### src/rtl/comp_share_arb.sv
// comp_share_arb
//   Shares one unsigned magnitude comparator (gt, eq, ae, lt) among NREQ
//   requesters. A round-robin arbiter grants at most one operand pair per
//   cycle. The comparison is registered and returned on a single response
//   channel, tagged with the requester index.
//
// Ports
//   clk, rst_n            rising-edge clock, asynchronous active-low reset
//   req_valid/req_ready   per-requester handshake (ready is one-hot or zero)
//   req_a, req_b          packed operands, requester i uses [i*W +: W]
//   rsp_valid/rsp_ready   response handshake
//   rsp_id                index of the requester that produced the result
//   rsp_gt/eq/ae/lt       A>B, A==B, |A-B|<=TOL, A<B
//
// Optional build macro: COMP_SHARE_STATS_EN
//   adds stat_clr (synchronous clear) and saturating 16-bit outcome counters
//   stat_gt, stat_eq, stat_lt, stat_ae.

module comp_share_arb #(
    parameter int NREQ = 4,
    parameter int W    = 8,
    parameter int TOL  = 2,
    parameter int IDW  = 2
) (
    input  logic              clk,
    input  logic              rst_n,
    input  logic [NREQ-1:0]   req_valid,
    output logic [NREQ-1:0]   req_ready,
    input  logic [NREQ*W-1:0] req_a,
    input  logic [NREQ*W-1:0] req_b,
    output logic              rsp_valid,
    input  logic              rsp_ready,
    output logic [IDW-1:0]    rsp_id,
    output logic              rsp_gt,
    output logic              rsp_eq,
    output logic              rsp_ae,
    output logic              rsp_lt
`ifdef COMP_SHARE_STATS_EN
    ,
    input  logic              stat_clr,
    output logic [15:0]       stat_gt,
    output logic [15:0]       stat_eq,
    output logic [15:0]       stat_lt,
    output logic [15:0]       stat_ae
`endif
);

    localparam int unsigned NREQ_U = NREQ;

    logic           valid_q, valid_d;
    logic [IDW-1:0] id_q, id_d;
    logic           gt_q, gt_d, eq_q, eq_d, ae_q, ae_d, lt_q, lt_d;
    logic [IDW-1:0] ptr_q, ptr_d;

    logic [NREQ-1:0] grant;
    logic [IDW-1:0]  grant_id;
    logic [IDW-1:0]  scan_id;
    logic            found;
    logic            slot_free;
    logic [W-1:0]    a_sel, b_sel, diff;

    assign slot_free = !valid_q || rsp_ready;

    // Round-robin scan starting at ptr; ready is held low throughout reset.
    always_comb begin
        grant    = '0;
        grant_id = '0;
        scan_id  = '0;
        found    = 1'b0;
        if (rst_n && slot_free) begin
            for (int unsigned k = 0; k < NREQ_U; k++) begin
                scan_id = IDW'((32'(ptr_q) + k) % NREQ_U);
                if (!found && req_valid[scan_id]) begin
                    found          = 1'b1;
                    grant[scan_id] = 1'b1;
                    grant_id       = scan_id;
                end
            end
        end
    end

    assign req_ready = grant;

    always_comb begin
        a_sel = '0;
        b_sel = '0;
        for (int unsigned i = 0; i < NREQ_U; i++) begin
            if (grant[i]) begin
                a_sel = req_a[i*W +: W];
                b_sel = req_b[i*W +: W];
            end
        end
    end

    // Larger minus smaller keeps the difference within W bits; the
    // tolerance compare is widened so TOL >= 2**W simply forces ae=1.
    assign diff = (a_sel > b_sel) ? (a_sel - b_sel) : (b_sel - a_sel);

    always_comb begin
        valid_d = valid_q;
        id_d    = id_q;
        gt_d    = gt_q;
        eq_d    = eq_q;
        ae_d    = ae_q;
        lt_d    = lt_q;
        ptr_d   = ptr_q;
        if (found) begin
            valid_d = 1'b1;
            id_d    = grant_id;
            gt_d    = a_sel > b_sel;
            eq_d    = a_sel == b_sel;
            lt_d    = a_sel < b_sel;
            ae_d    = 64'(diff) <= 64'(TOL);
            ptr_d   = (grant_id == IDW'(NREQ - 1)) ? '0 : grant_id + IDW'(1);
        end else if (rsp_ready) begin
            valid_d = 1'b0;
        end
    end

    always_ff @(posedge clk or negedge rst_n) begin
        if (!rst_n) begin
            valid_q <= 1'b0;
            id_q    <= '0;
            gt_q    <= 1'b0;
            eq_q    <= 1'b0;
            ae_q    <= 1'b0;
            lt_q    <= 1'b0;
            ptr_q   <= '0;
        end else begin
            valid_q <= valid_d;
            id_q    <= id_d;
            gt_q    <= gt_d;
            eq_q    <= eq_d;
            ae_q    <= ae_d;
            lt_q    <= lt_d;
            ptr_q   <= ptr_d;
        end
    end

    assign rsp_valid = valid_q;
    assign rsp_id    = id_q;
    assign rsp_gt    = gt_q;
    assign rsp_eq    = eq_q;
    assign rsp_ae    = ae_q;
    assign rsp_lt    = lt_q;

`ifdef COMP_SHARE_STATS_EN
    logic [15:0] cnt_gt_q, cnt_gt_d, cnt_eq_q, cnt_eq_d;
    logic [15:0] cnt_lt_q, cnt_lt_d, cnt_ae_q, cnt_ae_d;

    function automatic logic [15:0] sat_inc(input logic [15:0] c);
        return (c == 16'hFFFF) ? c : c + 16'd1;
    endfunction

    // Clear takes priority over a same-edge transfer.
    always_comb begin
        cnt_gt_d = cnt_gt_q;
        cnt_eq_d = cnt_eq_q;
        cnt_lt_d = cnt_lt_q;
        cnt_ae_d = cnt_ae_q;
        if (stat_clr) begin
            cnt_gt_d = '0;
            cnt_eq_d = '0;
            cnt_lt_d = '0;
            cnt_ae_d = '0;
        end else if (found) begin
            if (gt_d) cnt_gt_d = sat_inc(cnt_gt_q);
            if (eq_d) cnt_eq_d = sat_inc(cnt_eq_q);
            if (lt_d) cnt_lt_d = sat_inc(cnt_lt_q);
            if (ae_d) cnt_ae_d = sat_inc(cnt_ae_q);
        end
    end

    always_ff @(posedge clk or negedge rst_n) begin
        if (!rst_n) begin
            cnt_gt_q <= '0;
            cnt_eq_q <= '0;
            cnt_lt_q <= '0;
            cnt_ae_q <= '0;
        end else begin
            cnt_gt_q <= cnt_gt_d;
            cnt_eq_q <= cnt_eq_d;
            cnt_lt_q <= cnt_lt_d;
            cnt_ae_q <= cnt_ae_d;
        end
    end

    assign stat_gt = cnt_gt_q;
    assign stat_eq = cnt_eq_q;
    assign stat_lt = cnt_lt_q;
    assign stat_ae = cnt_ae_q;
`endif

endmodule

### config.mk
export PLATFORM = sky130hd
export DESIGN_NAME = comp_share_arb
export DESIGN_NICKNAME = d
export VERILOG_FILES = /design/src/rtl/comp_share_arb.sv
export SDC_FILE = /design/constraint.sdc
export NUM_CORES = 1
export LEC_CHECK = 0
export CAP_MARGIN = 0
export CORE_MARGIN = 5
export CORE_UTILIZATION = 44
export DETAILED_ROUTE_END_ITERATION = 8
export PLACE_DENSITY = 0.82
export SYNTH_ARGS = -nofsm -noshare
export SYNTH_HDL_FRONTEND = slang
export SYNTH_SLANG_ARGS = --single-unit
### constraint.sdc
create_clock -name clk -period 7.73 [get_ports clk]
set_input_delay 1.1595 -clock clk [delete_from_list [all_inputs] [get_ports clk]]
set_output_delay 1.1595 -clock clk [all_outputs]
set_load 0.02 [all_outputs]
==> out/results.txt <==
Most common logic cells in the final layout: 81 x clkdlybuf4s50_1, 22 x ha_1, 17 x a221o_1
Placed cell area: 2813 um2
Die H: 77.62 um
Slew HR: 44.95%
Worst Hold Path EP: rsp_ae
Synth top area share: 13.68%
Hold path depth: 2
RR Startpoint: ptr_q[0]
Initial Util: 45.89%
Post-CTS Setup Bufs: 0
Hold-fix buffers at CTS: 0
Iter 0 DRT Violations: 131
Ys async rst share: 100.0%
OpenROAD warnings: 39
Synth Instances: 229
Worst Path Max Fanout: 29
First-pass DRT Iterations: 4
Min Hold Slack: 0.4799 ns
Die x size: 77.62 um
Clock buffer depth: 2
Area leader, netlist: ha_1
Core ar.: 4384 um2
Layout cells sized above 1: 10.70%
Vias: 2180
Slew @ Worst Pin: 0.8237 ns
Max Cap Viol: 0
Fmax: 157.1 MHz
Worst setup path start: req_valid[2]
Clock Root Buffer: clkbuf_8
VDD IR-drop max: 0.2720 mV
Syn. warnings: 0
Count of final setup violators: 0
Status: complete, no violations
# clock sinks: 9
Pwr Total: 1.747 mW
Syn Area/Cell: 8.786 um2
RR Endpoint: rsp_ae
Hold Path Class: reg2reg
Pwr per Cell Area: 611.3 nW/um2
Ys cells: 229
Post-route cell area: 2858 um2
Startpoint Class: input pin
Grt total ovfl: 0
Cell variety after synth: 57
Clk slew on worst S/H paths: 0.04 ns
Area grow syn2layout: 42.04%
Number of diodes: 0
-- final cells by class --
class | instances | area [um2]
Multi-Input combinational cell | 193 | 1655
Fill cell | 402 | 1526
Timing Repair Buffer | 84 | 833.3
Sequential cell | 9 | 225.2
Tap cell | 52 | 65.06
Clock buffer | 4 | 45.04
Inverter | 9 | 33.78
-- worst max-delay path: stages --
cell and delay (ns):
clkdlybuf4s50_1 0.66, or3b_1 0.38, a211o_1 0.31, o21ai_1 0.21, and2_1 0.26, o2bb2ai_1 0.16, nand2_1 0.52, o221a_2 0.46
ha_1 0.21, fa_1 0.40, nor2b_1 0.17, o2111ai_1 0.12, a21oi_1 0.15, buf_4 0.22, mux2i_1 0.24, xor2_1 0.08
a2111oi_0 0.37, nand4_1 0.14, o31ai_1 0.26
-- metal layers --
metal,wire (um),share of wire (%),track usage [%]
met1,2687,43,26.60
met2,3142,51,33.47
met3,287,4.6,3.009
met4,102,1.6,3.952
met5,0,0,0
-- kinds of logic (layout without fill, tap and decap cells) --
group	count (synthesis)	count (layout)	synth area share [%]
AOI/OAI and AO/OA	98	98	40.73
and+or+nand+nor	51	51	14.05
buffers and inverters	27	97	6.903
adders and majority gates	24	24	15.67
muxes	12	12	7.960
DFF	9	9	11.19
xor gates and xnor gates	8	8	3.483
-- synthesized netlist by cell type (all sizes together), types with 3 or more instances --
cell,count
o221a,13
nand4,3
dfrtp,9
inv,9
mux2i,7
mux4,3
nor2b,5
nand2b,7
and2,3
a221o,17
o21ai,9
o22ai,3
o221ai,15
a21oi,13
nor3,5
xnor2,5
nor2,6
xor2,3
ha,22
buf,11
nand2,13
clkbuf,7
-- power breakdown --
group,switching (mW),internal (mW),total (mW)
logic,0.845,0.753,1.60
clock network,0.0174,0.0358,0.0532
registers,0.0283,0.0679,0.0962
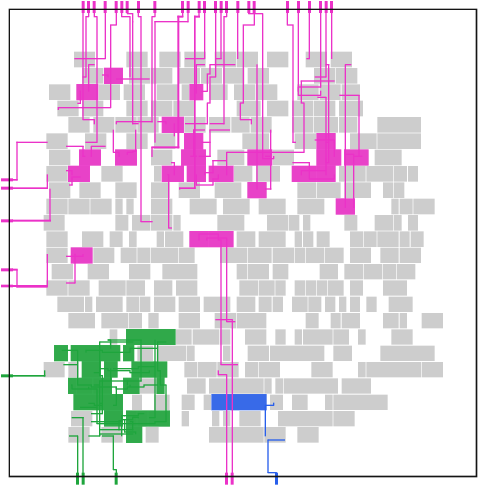
(wires at chosen ports, followed through buffers)
Scale: 6 px per um.
[green] req_valid | bits: 4 | direction: input | edge: 3 south, 1 west | end cells: 18 | buffers: 4 | wire: 244 um
[blue] rsp_valid | bits: 1 | direction: output | edge: south | end cells: 1 | buffers: 1 | wire: 16.6 um
[magenta] req_a | bits: 32 | direction: input | edge: 25 north, 5 west, 2 south | end cells: 23 | buffers: 32 | wire: 916 um
I/O Pins: 82
Port Buffers: 81

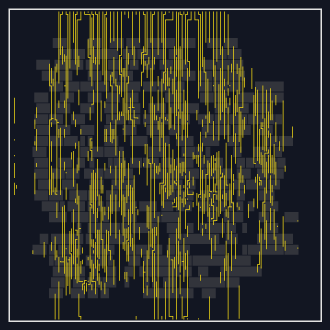
(met2 routing)
Scale: 4 px per um. Cells faint in the background.
longest straight run: 34.2 um
nets with wire on the layer: 340
share of all routed wire: 51%
main direction: vertical
met2 usage: 33.47%
total wire length: 6.219 mm

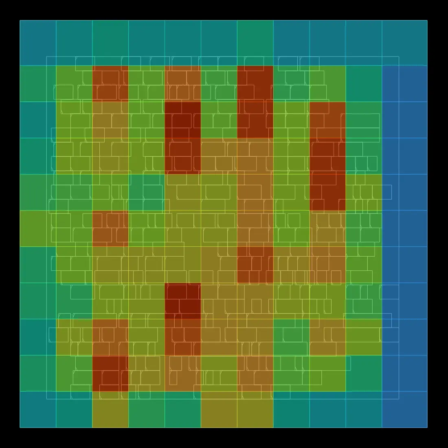
(routing congestion)
drt wl/cell: 17.72 um
fin util: 65.18%

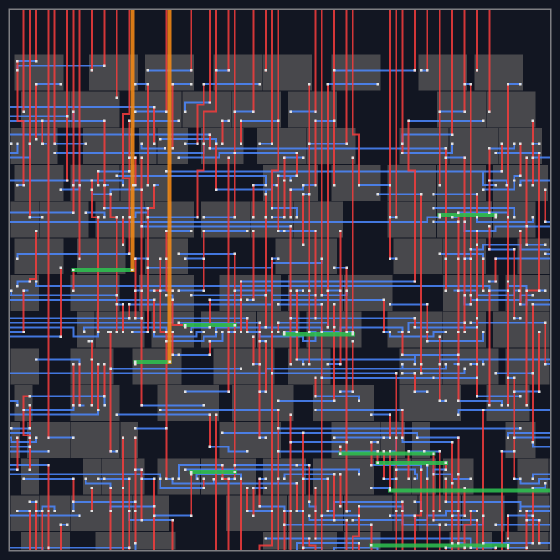
(zoomed window)
Region (19, 34) to (59, 74) um. Cells in gray, sequential cells in the stronger gray; small squares are vias.
[orange] M4
[blue] M1
[green] M3
[red] M2
sequential cells in the window: 0
cells with their middle in the window: 120
most frequent: clkdlybuf4s50_1 (39), o221ai_1 (15)

Power is estimated from default activity; no workload was simulated.
